==> config.mk <==
export PLATFORM = sky130hd
export DESIGN_NAME = vc_dest_arbiter
export DESIGN_NICKNAME = d
export VERILOG_FILES = /design/src/rtl/vc_dest_arbiter_pkg.sv /design/src/rtl/vc_dest_arbiter_dest_decoder.sv /design/src/rtl/vc_dest_arbiter.sv
export SDC_FILE = /design/constraint.sdc
export NUM_CORES = 1
export LEC_CHECK = 0
export CAP_MARGIN = 0
export CORE_MARGIN = 2
export CORE_UTILIZATION = 30
export DETAILED_ROUTE_END_ITERATION = 12
export PLACE_DENSITY = 0.68
export SYNTH_ARGS = -nofsm -noshare
export SYNTH_HDL_FRONTEND = slang
export SYNTH_SLANG_ARGS = --single-unit
==> constraint.sdc <==
create_clock -name clk -period 4.2 [get_ports clk]
set_input_delay 0.84 -clock clk [delete_from_list [all_inputs] [get_ports clk]]
set_output_delay 0.84 -clock clk [all_outputs]
set_load 0.05 [all_outputs]
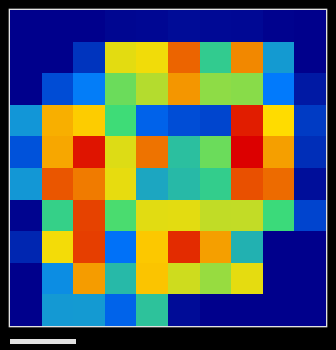
*Local utilization, run 1*
The bar under the picture is 10 µm long. The die is cut into 10 by 10 equal tiles; dark blue is low, red is high, 0 to 100% covered.
The densest ninth of the die: middle left. The mean over all tiles is 41%. 23% of the tiles are over 75% full. 24% of the tiles are nearly empty. The fullest tile reaches 100%.
core area: 0.00178 mm²
fin util: 55.4%
core utilization at floorplan: 32.9%

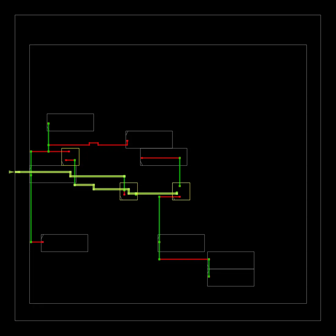
*Clock routing, run 1*
Num CTS Buffers: 3
Skew-Pair Late Insertion Delay: 250 ps
CTS Sinks: 8
clock buffers: 3
Final Skew: 3.04 ps

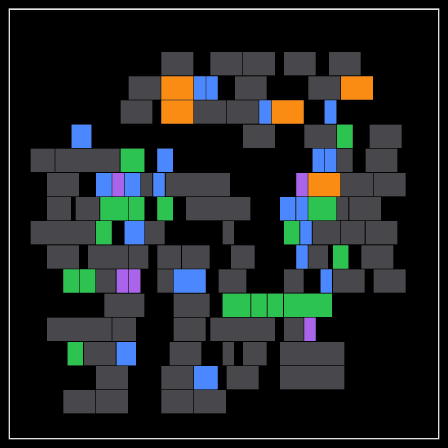
*Gate families picked out, run 1*
Blue stands for nor cells, cells 20. Purple stands for inv cells, cells 5. Green stands for aoi and oai cells, cells 16. Orange stands for mux cells, cells 5.
Comb area share: 40.4%
Top cell excl fill/tap: clkdlybuf4s50_1
Cell Count, Final, Fillers Out: 139

==> reports/results.ini, run 1 <==
[run_status]
status=completed

[critical_path]
end_kind=primary output
critPathArrivalTime_ps=2680
cp_common_cell=clkdlybuf4s50_1
worstSetupPathType=input port to primary output
cpMaxStageDelayCell=clkdlybuf4s50_1
crit_family=buffers and inverters
r2r_cells=3
path_buffers=2
crit_chain=clkdlybuf4s50_1, nand2_1, a21oi_1, clkdlybuf4s50_1
worstSetupPathDepth=4

[pwr]
irDropWorstVdd_mv=0.146
finalPower_mw=0.181
powerSeq_mw=0.0802
p_switching_mw=0.0469
p_clk_share_pct=32.2
powerDensity_mw_per_mm2=184
p_int_mw=0.134
swShare_pct=25.9
p_comb_mw=0.0427

[synthesis]
logic_family=simple AND/OR/NAND/NOR gates
fa_ha_area_share_pct=4.26
yosys.area_share.xor_xnor_pct=2.99
syn_area_per_cell_um2=7.62
synth-edff-count=0
postSynth.asyncResetShare_pct=0
ys_sh_aoi_pct=19.2
simple_gate_share_pct=33.0
synth_dominant_cell_count=nor2_1
yosysTopAreaCell=dfxtp_1
ys_top_cells_by_area=dfxtp_1 27%, mux2i_1 8.5%, nor2_1 7.0%, a21oi_1 6.8%, ha_1 4.3%
ys_warn_count=0
syn-num-nets=100
postSynthCellCount=77
yosys_area_um2=587
postSynthSeqShare_pct=27.3
ys_top_cells_by_count=11 x nor2_1, 8 x a21oi_1, 8 x dfxtp_1, 5 x inv_1, 5 x mux2i_1
yosys.area.top_type_share_pct=27.3
yosysCellCount=77
muxShareOfSynthArea_pct=8.53

[clock_network]
postCtsHoldBufs=0
cts_resized=0
cts.clk_slew.worst_paths_ps=60
post-cts-setup-buffers=0
cts_max_path_buffers=2

[routing]
drc_errors=0
m1WireLength_um=758
vias=720
wl_mm=1.66
top_layer_used=met3
drtPass1Iterations=4

[finish]
sh_seq_area_pct=16.2
seq_area_um2=160
area_delta_synth_final_pct=68.2
drive_gt1_share_pct=6.14
final_nets=139
num_antenna_cells=0
nMultiInputCombCells=62
comb_area_um2=399
final_area_um2=987
inv_count=5

[timing]
period_minus_slack_ps=3520
fmax_mhz=284
rsz0062_at_grt=false
final-setup-viol-count=0
period_used_pct=83.7
hold_slack_ps=501
tightestPinTransition_ps=640
hold_violations=0

[place]
dpl.hpwl_mm=1.31
place.gp.congestion=0.775
place_inst=136

[floorplan]
tap_cells=25
die_area_mm2=0.00233
fp.dieW_um=48.2

[global_routing]
grt_usage_pct=15.7
overflow=0
grtUsageMet1_pct=20.1
met3_usage_pct=4.44
antenna_found_initial=0
met2_usage_pct=26.3
grt_max_degree=14

[run]
maxCapViolCount=0
warnings=27

### PDN straps and rails, run 1

Pins as bars on the die edge.
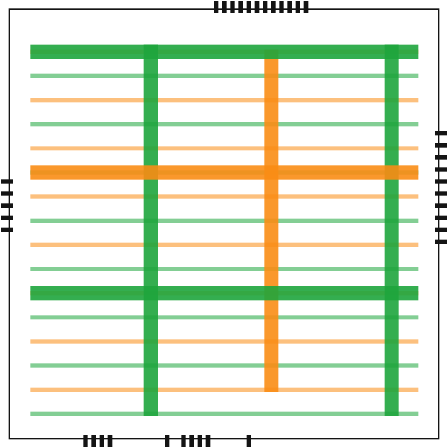

==> run 2, diff against run 1 <==
Settings changed: PLACE_DENSITY 0.68 to 0.71.
Clock period 4.2 ns to 3.1 ns, I/O delays scaled along.
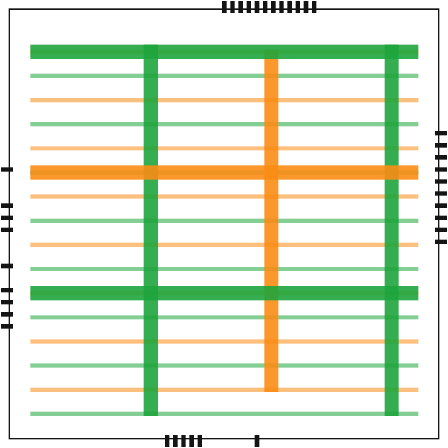
*PDN straps and rails, run 2*
Pins as bars on the die edge.
Green stands for VSS. Orange stands for VDD.
16 met1 rails follow the rows. 3 straps on met5. 3 straps on met4.
die height: 48.2 µm
chip width: 48.2 µm
VDD IR-drop max: 0.234 mV

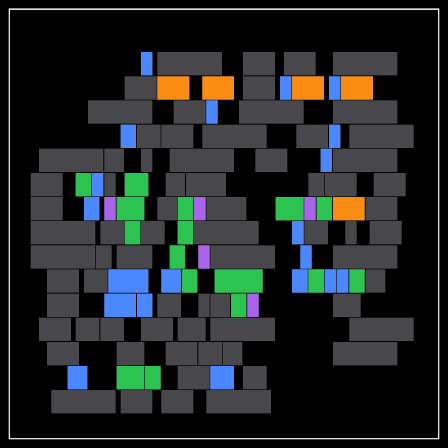
*Gate families picked out, run 2*
Green stands for aoi and oai cells, cells 16. Blue stands for nor cells, cells 20. Orange stands for mux cells, cells 5. Purple stands for inv cells, cells 5, where centre.
Cell Count, Final, Fillers Out: 142
Comb area share: 35.6%

==> reports/results.ini, run 2 <==
[global_routing]
antenna_found_initial=0  ; unchanged
grt_usage_pct=17.2  ; +1.5 points
met2_usage_pct=28.4  ; +2.1 points
overflow=0  ; unchanged
grt_max_degree=14  ; unchanged
met3_usage_pct=2.22  ; -2.2 points
grtUsageMet1_pct=22.7  ; +2.6 points

[timing]
hold_slack_ps=504  ; +3.06 ps
period_minus_slack_ps=2950
rsz0062_at_grt=false
period_used_pct=95.2

[critical_path]
worstSetupPathDepth=4  ; unchanged
r2r_cells=3  ; unchanged
crit_chain=clkdlybuf4s50_1, or4bb_1, nor4_2, buf_12
path_buffers=2  ; unchanged
critPathArrivalTime_ps=2330  ; -350 ps

[clock_network]
cts_resized=0  ; unchanged
clock_latency_ps=260  ; about the same
clock_sinks=8  ; unchanged
post-cts-setup-buffers=0  ; unchanged
cts.clk_slew.worst_paths_ps=50  ; about the same
numCtsBuffers=3  ; unchanged
postCtsHoldBufs=0  ; unchanged

[synthesis]
synth-edff-count=0  ; unchanged
postSynth.asyncResetShare_pct=0  ; unchanged
postSynthSeqShare_pct=27.3  ; unchanged
syn-num-nets=100  ; unchanged
ys_top_cells_by_count=11 x nor2_1, 8 x a21oi_1, 8 x dfxtp_1, 5 x inv_1, 5 x mux2i_1
simple_gate_share_pct=33.0  ; unchanged
ys_top_cells_by_area=dfxtp_1 27%, mux2i_1 8.5%, nor2_1 7.0%, a21oi_1 6.8%, ha_1 4.3%
ys_warn_count=0  ; unchanged
muxShareOfSynthArea_pct=8.53  ; unchanged
postSynthCellCount=77  ; unchanged

[pwr]
p_switching_mw=0.0691  ; +47%

[finish]
comb_area_um2=405  ; +1.6%
drive_gt1_share_pct=18.8  ; +13 points
seq_area_um2=160  ; unchanged

[floorplan]
die_area_mm2=0.00233  ; unchanged

[run]
maxCapViolCount=0  ; unchanged

[run_status]
status=completed

[routing]
drtPass1Iterations=4  ; unchanged
m1WireLength_um=743  ; -2.0%
wl_mm=1.73  ; +4.6%
drc_errors=0  ; unchanged

[place]
dpl.hpwl_mm=1.38  ; +4.9%
place.gp.congestion=0.891  ; +15%

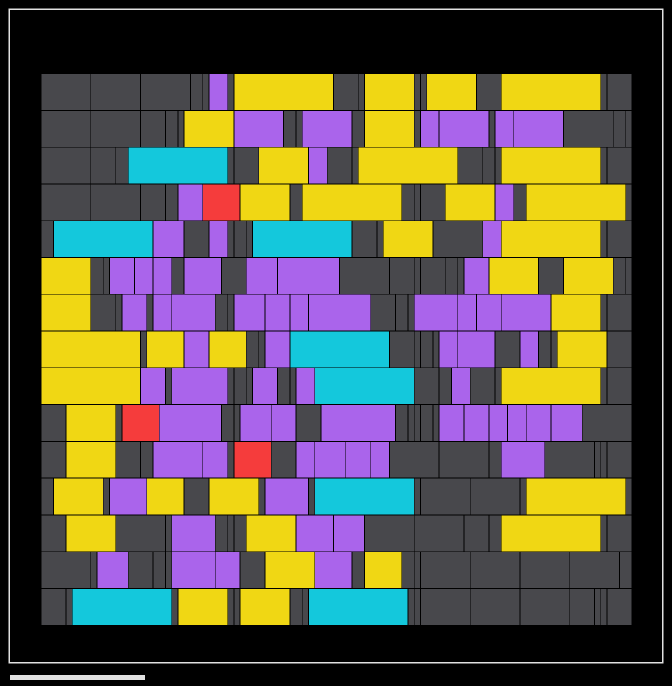
*Cells coloured by class, run 2*
The bar under the picture is 10 µm long. Fill, decap, tap and diode cells in grey.
Yellow stands for remaining buffers and delay cells, cells 39, share of their area 45%. Purple stands for remaining logic cells, cells 67, share of their area 38%. Cyan stands for registers, cells 8, share of their area 14%. Red stands for clock-net drivers, cells 3, share of their area 2.0%.
fin util: 63.9%
Seq area share: 14.1%

No activity file was given, so power comes from the tool's default toggle rates.
